Fig. 1: routed metal, one color a layer
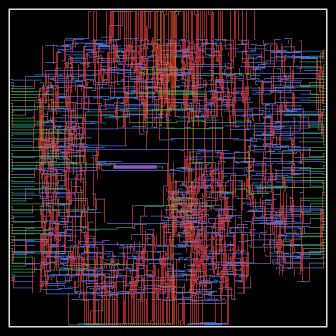
Fig. 2: local utilization
15 x 15 tiles, from white (low) to dark blue (high), 0 to 100% covered.
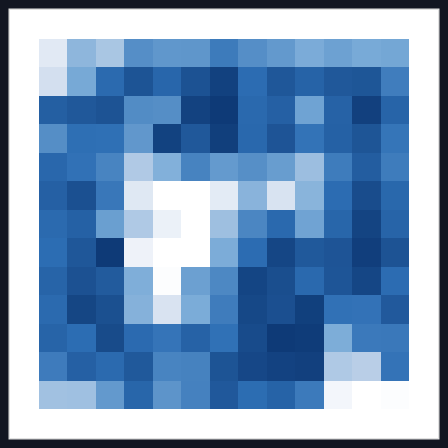
Fig. 3: M2 wires
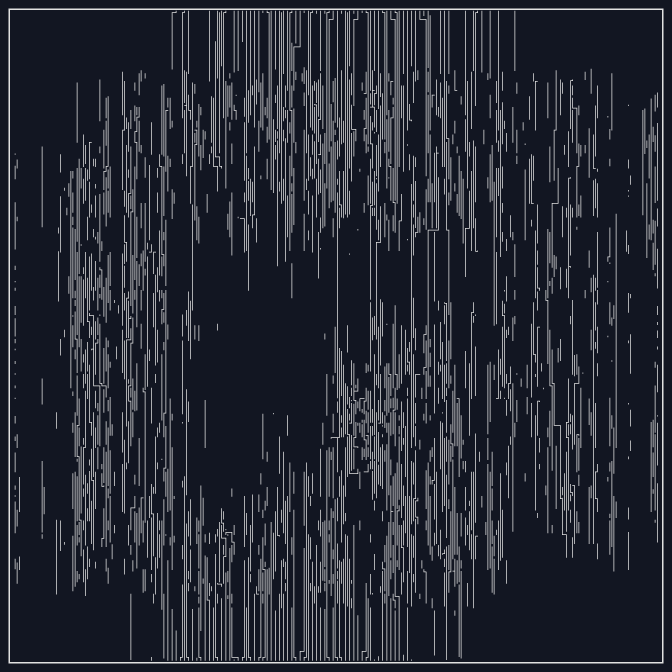
Fig. 4: track usage over the die
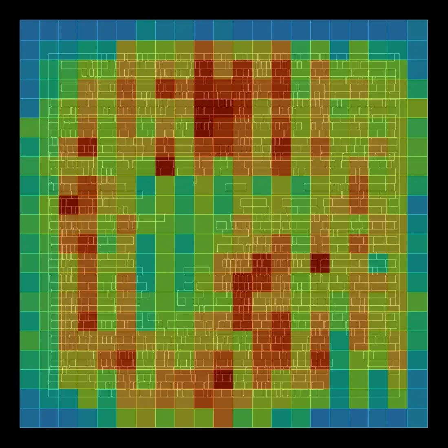
--- src/rtl/cpu_types_pkg.sv ---
// ============================================================================
// Module : cpu_types_pkg
// Brief  : Shared CPU word type and memory-arbiter state encoding.
// Rev    : 1.0  initial release
// ============================================================================
`default_nettype none

package cpu_types_pkg;

    typedef logic [31:0] word_t;

    typedef enum logic [2:0] {
        IDLE  = 3'd0,
        IACC  = 3'd1,
        DACC  = 3'd2,
        IRESP = 3'd3,
        DRESP = 3'd4
    } arb_state_t;

    // Wide enough for any TIMEOUT up to 255
    localparam int unsigned ARB_CNT_W = 8;

endpackage : cpu_types_pkg

`default_nettype wire

--- src/rtl/mem_arbiter_if.sv ---
// ============================================================================
// Module : mem_arbiter_if
// Brief  : CPU-side request/response and RAM-side strobe bundle of the arbiter.
// Rev    : 1.0  initial release
// ============================================================================
`default_nettype none

interface mem_arbiter_if;
    import cpu_types_pkg::*;

    logic  iREN;
    word_t iaddr;
    logic  dREN;
    logic  dWEN;
    word_t daddr;
    word_t dstore;
    logic  ihit;
    logic  dhit;
    word_t iload;
    word_t dload;
    logic  bus_err;
    logic  ram_ren;
    logic  ram_wen;
    word_t ram_addr;
    word_t ram_wdata;
    word_t ram_rdata;
    logic  ram_ready;

    // Arbiter view
    modport slave (
        input  iREN, iaddr, dREN, dWEN, daddr, dstore, ram_rdata, ram_ready,
        output ihit, dhit, iload, dload, bus_err,
               ram_ren, ram_wen, ram_addr, ram_wdata
    );

    // Requester / RAM view
    modport master (
        output iREN, iaddr, dREN, dWEN, daddr, dstore, ram_rdata, ram_ready,
        input  ihit, dhit, iload, dload, bus_err,
               ram_ren, ram_wen, ram_addr, ram_wdata
    );

endinterface : mem_arbiter_if

`default_nettype wire

--- src/rtl/mem_arbiter.sv ---
// ============================================================================
// Module : mem_arbiter
// Brief  : Single-port RAM arbiter between instruction fetch and data access,
//          data first, with a bounded wait that aborts into a bus error.
// Rev    : 1.0  initial release
// ============================================================================
`default_nettype none

module mem_arbiter
    import cpu_types_pkg::*;
#(
    parameter int unsigned TIMEOUT = 64
) (
    input  wire logic    CLK,
    input  wire logic    nRST,
    mem_arbiter_if.slave bus
);

    localparam logic [2:0] S_IDLE  = IDLE;
    localparam logic [2:0] S_IACC  = IACC;
    localparam logic [2:0] S_DACC  = DACC;
    localparam logic [2:0] S_IRESP = IRESP;
    localparam logic [2:0] S_DRESP = DRESP;

    localparam logic [ARB_CNT_W-1:0] c_TMO_LAST = ARB_CNT_W'(TIMEOUT - 1);

    logic [2:0]           r_state;
    logic [ARB_CNT_W-1:0] r_cnt;
    logic                 r_err;
    logic                 r_write;
    word_t                r_addr;
    word_t                r_wdata;
    word_t                r_iload;
    word_t                r_dload;

    logic w_in_acc;
    logic w_in_resp;
    logic w_data_req;
    logic w_expire;

    assign w_data_req = bus.dREN | bus.dWEN;
    assign w_in_acc   = (r_state == S_IACC) | (r_state == S_DACC);
    assign w_in_resp  = (r_state == S_IRESP) | (r_state == S_DRESP);
    // ram_ready wins over expiry when both land on the final wait cycle
    assign w_expire   = ~bus.ram_ready & (r_cnt == c_TMO_LAST);

    always_ff @(posedge CLK or negedge nRST) begin
        if (!nRST) begin
            r_state <= S_IDLE;
            r_cnt   <= '0;
            r_err   <= 1'b0;
            r_write <= 1'b0;
            r_addr  <= '0;
            r_wdata <= '0;
            r_iload <= '0;
            r_dload <= '0;
        end else begin
            case (r_state)
                S_IDLE: begin
                    if (w_data_req) begin
                        r_state <= S_DACC;
                        r_addr  <= bus.daddr;
                        r_wdata <= bus.dstore;
                        r_write <= bus.dWEN;
                        r_cnt   <= '0;
                        r_err   <= 1'b0;
                    end else if (bus.iREN) begin
                        r_state <= S_IACC;
                        r_addr  <= bus.iaddr;
                        r_write <= 1'b0;
                        r_cnt   <= '0;
                        r_err   <= 1'b0;
                    end
                end

                S_IACC: begin
                    if (bus.ram_ready) begin
                        r_state <= S_IRESP;
                        r_iload <= bus.ram_rdata;
                    end else if (w_expire) begin
                        r_state <= S_IRESP;
                        r_err   <= 1'b1;
                    end else begin
                        r_cnt <= r_cnt + 1'b1;
                    end
                end

                S_DACC: begin
                    if (bus.ram_ready) begin
                        r_state <= S_DRESP;
                        if (!r_write) begin
                            r_dload <= bus.ram_rdata;
                        end
                    end else if (w_expire) begin
                        r_state <= S_DRESP;
                        r_err   <= 1'b1;
                    end else begin
                        r_cnt <= r_cnt + 1'b1;
                    end
                end

                // Response states ignore requests so a late-dropped strobe
                // cannot start a second access
                S_IRESP, S_DRESP: begin
                    r_state <= S_IDLE;
                end

                default: begin
                    r_state <= S_IDLE;
                end
            endcase
        end
    end

    assign bus.ihit      = (r_state == S_IRESP);
    assign bus.dhit      = (r_state == S_DRESP);
    assign bus.bus_err   = w_in_resp & r_err;
    assign bus.iload     = r_iload;
    assign bus.dload     = r_dload;
    assign bus.ram_ren   = w_in_acc & ~r_write;
    assign bus.ram_wen   = w_in_acc &  r_write;
    assign bus.ram_addr  = r_addr;
    assign bus.ram_wdata = r_wdata;

endmodule : mem_arbiter

`default_nettype wire

--- src/flat_wrapper.sv ---
// flat-port wrapper written by rule: the top's interface ports become plain ports
module mem_arbiter_flat import cpu_types_pkg::*;
#(
    parameter int unsigned TIMEOUT = 64
)
  (CLK, nRST, bus_iREN, bus_iaddr, bus_dREN, bus_dWEN, bus_daddr, bus_dstore, bus_ram_rdata, bus_ram_ready, bus_ihit, bus_dhit, bus_iload, bus_dload, bus_bus_err, bus_ram_ren, bus_ram_wen, bus_ram_addr, bus_ram_wdata);
  mem_arbiter_if bus_i ();
  input  wire logic CLK;
  input  wire logic nRST;
  input wire logic [$bits(bus_i.iREN)-1:0] bus_iREN;
  input wire logic [$bits(bus_i.iaddr)-1:0] bus_iaddr;
  input wire logic [$bits(bus_i.dREN)-1:0] bus_dREN;
  input wire logic [$bits(bus_i.dWEN)-1:0] bus_dWEN;
  input wire logic [$bits(bus_i.daddr)-1:0] bus_daddr;
  input wire logic [$bits(bus_i.dstore)-1:0] bus_dstore;
  input wire logic [$bits(bus_i.ram_rdata)-1:0] bus_ram_rdata;
  input wire logic [$bits(bus_i.ram_ready)-1:0] bus_ram_ready;
  output wire logic [$bits(bus_i.ihit)-1:0] bus_ihit;
  output wire logic [$bits(bus_i.dhit)-1:0] bus_dhit;
  output wire logic [$bits(bus_i.iload)-1:0] bus_iload;
  output wire logic [$bits(bus_i.dload)-1:0] bus_dload;
  output wire logic [$bits(bus_i.bus_err)-1:0] bus_bus_err;
  output wire logic [$bits(bus_i.ram_ren)-1:0] bus_ram_ren;
  output wire logic [$bits(bus_i.ram_wen)-1:0] bus_ram_wen;
  output wire logic [$bits(bus_i.ram_addr)-1:0] bus_ram_addr;
  output wire logic [$bits(bus_i.ram_wdata)-1:0] bus_ram_wdata;
  assign bus_i.iREN = bus_iREN;
  assign bus_i.iaddr = bus_iaddr;
  assign bus_i.dREN = bus_dREN;
  assign bus_i.dWEN = bus_dWEN;
  assign bus_i.daddr = bus_daddr;
  assign bus_i.dstore = bus_dstore;
  assign bus_i.ram_rdata = bus_ram_rdata;
  assign bus_i.ram_ready = bus_ram_ready;
  assign bus_ihit = bus_i.ihit;
  assign bus_dhit = bus_i.dhit;
  assign bus_iload = bus_i.iload;
  assign bus_dload = bus_i.dload;
  assign bus_bus_err = bus_i.bus_err;
  assign bus_ram_ren = bus_i.ram_ren;
  assign bus_ram_wen = bus_i.ram_wen;
  assign bus_ram_addr = bus_i.ram_addr;
  assign bus_ram_wdata = bus_i.ram_wdata;
  mem_arbiter #(.TIMEOUT(TIMEOUT)) u_core (.CLK(CLK), .nRST(nRST), .bus(bus_i));
endmodule
--- config.mk ---
export PLATFORM = sky130hd
export DESIGN_NAME = mem_arbiter_flat
export DESIGN_NICKNAME = d
export VERILOG_FILES = /design/src/rtl/cpu_types_pkg.sv /design/src/rtl/mem_arbiter_if.sv /design/src/rtl/mem_arbiter.sv /design/src/flat_wrapper.sv
export SDC_FILE = /design/constraint.sdc
export NUM_CORES = 1
export LEC_CHECK = 0
export ABC_AREA = 1
export ABC_CLOCK_PERIOD_IN_PS = 1400
export CORE_MARGIN = 10
export CORE_UTILIZATION = 38
export CTS_CLUSTER_DIAMETER = 150
export DETAILED_ROUTE_END_ITERATION = 16
export GPL_ROUTABILITY_DRIVEN = 0
export PLACE_DENSITY = 0.85
export SLEW_MARGIN = 20
export SYNTH_ARGS = -nofsm -noshare
export SYNTH_HDL_FRONTEND = slang
export SYNTH_SLANG_ARGS = --single-unit
--- constraint.sdc ---
create_clock -name CLK -period 1.4 [get_ports CLK]
set_clock_uncertainty 0.05 [all_clocks]
set_input_delay 0.14 -clock CLK [delete_from_list [all_inputs] [get_ports CLK]]
set_output_delay 0.14 -clock CLK [all_outputs]
set_load 0.03 [all_outputs]
==> flow_summary.yaml <==
# implementation run metrics
outcome:
  run_status: "finished with violations"
  failed_checks: "negative setup slack"
final_timing:
  tns_ns: -22.73
  report.final.slew_viol_count: 0
  fin_worst_setup_slack_ns: -0.2834
  min_period_ns: 1.683
  timing.final.setup_violations: 115
  slew_headroom: 0.7541
  worstMarginPinSlew_ns: 0.3703
route:
  detailedRoute.firstPassIterationCount: 5
  met2_wirelength_um: 11510
  detailed_routed_wire_length_on_met3_um: 1771
  route.final.wire_length_um: 22770
  detailroute.via_count: 5697
yosys:
  yosys-stat-area_mm2: 0.005962
  enable_flop_cells: 0
  cell_count_after_synthesis: 609
  synth_area_leader_cell: "sky130_fd_sc_hd__dfrtp_1"
  syn_avg_cell_area_um2: 9.790
  synth.yosys.warnings: 0
  synth-xor-area-share: 0.001469
  yosysUniqueCellTypes: 25
  ys.flops: 141
  flop_cell: "sky130_fd_sc_hd__dfrtp_1"
  muxShareOfSynthArea: 0.07870
  ys_sh_adder: 0.002099
  post_synthesis_cell_type_with_the_largest_instance_count: "sky130_fd_sc_hd__nand2_1"
  top_cells_by_count: "sky130_fd_sc_hd__nand2_1, sky130_fd_sc_hd__dfrtp_1, sky130_fd_sc_hd__nor2_1, sky130_fd_sc_hd__o21ai_0, sky130_fd_sc_hd__inv_1"
clock_tree:
  clock_latency_ns: 0.42
  ctsLongestPathBuffers: 2
  clockRootBuffer: "sky130_fd_sc_hd__clkbuf_16"
global_route:
  use_met1: 0.2176
  globalRoute.busiestLayer: "met2"
  wire_length_of_the_first_global_routing_pass_um: 32890
  globalRouteMet2Util: 0.3327
  antenna_found_initial: 1
  overflow: 0
layout:
  logic_area_mm2: 0.002629
  finish.net_count: 1083
  fraction_of_area_in_clock_buffers_and_inverters: 0.06205
  insertedDiodeCount: 0
  fraction_of_area_in_registers: 0.3303
  dominant-cell-class: "registers"
  highest_count_cells_in_the_layout_ignoring_fill_and_taps: "sky130_fd_sc_hd__dfrtp_1, sky130_fd_sc_hd__clkdlybuf4s50_1, sky130_fd_sc_hd__nand2_1"
  syn_to_final_growth_pct: 79.24
  layout.buffer.nonclock.area_share: 0.3175
  fillerInstances: 1095
  layout-drive-gt1-share: 0.3632
die:
  tap-cell-count: 211
  dieWidth_um: 145.3
  die-height_um: 145.3
  core_area_mm2: 0.01531
setup_path:
  timing.critical_path.cells: "inv_4, nand3_4, nand2_4, inv_6, nor2_4, buf_6"
  slowest_stage: "sky130_fd_sc_hd__dfrtp_2"
  critPathTopFamily: "flip-flops"
  rr_startpoint: "u_core.r_state[1]"
  worst_reg_to_reg_path_cell_count: 7
  startpoint_type: "flip-flop"
  timing.critical_path.buf_inv: 3
  worstPathRequired_ns: 1.21
  reg2reg_slack_ns: -0.28
  cp_num_cells: 6
  crit_type: "flip-flop to output port"
  reg2reg_to: "u_core.bus.ram_wdata[11]"
power:
  power-per-cell-area_mw_per_mm2: 2527
  p_leak_nw: 5.067
  vdd.ir_drop.worst_mv: 1.382
run:
  stage_log_warnings: 29
  max_cap_violations: 0
placement:
  detailed_place_hpwl_um: 14570
Back to the opening pictures, Fig. 1:
red -> met2  # wire length 11500 um
purple -> met5  # wire length 18.4 um
green -> met3  # wire length 1770 um
blue -> met1  # wire length 8960 um
orange -> met4  # wire length 506 um

Back to the opening pictures, Fig. 2:
nearly empty tiles = 28%
mean over tiles = 49%
fullest tile = 96%
tiles over 75% full = 37%

Back to the opening pictures, Fig. 3:
nets with wire on the layer = 953
wire length on this layer = 11500 um
main direction = vertical

Back to the opening pictures, Fig. 4:
GRT Total Usage: 0.1933
final design utilization: 0.6978
GR met3 Demand/Resource: 0.07575
final routed wire length divided by cell count: 19.42 um

-- report_power, final --
group / leakage (nW) / internal (mW) / total [mW] / switching, mW
Clock: 0.320 / 3.27 / 5.06 / 1.79
Sequential: 1.71 / 5.97 / 7.35 / 1.37
Combinational: 3.04 / 6.15 / 14.6 / 8.45
Total: 5.07 / 15.4 / 27.0 / 11.6
-- through the flow --
stage	power, mW	cell area [um^2]	instances	worst slack [ns]	util
after global placement	19.51	9112	1099	-0.2602	0.5950
final	27.01	10690	1172	-0.2834	0.6978
after detailed placement	19.86	9112	1099	-0.2919	0.5950
after CTS	25.34	10180	1154	-0.2682	0.6646
after global routing	28.27	10690	1172	-0.3581	0.6978
after floorplan	14.28	5992	609	-0.05756	-
Power figures rest on the tool's default switching activity, not on a simulated workload.
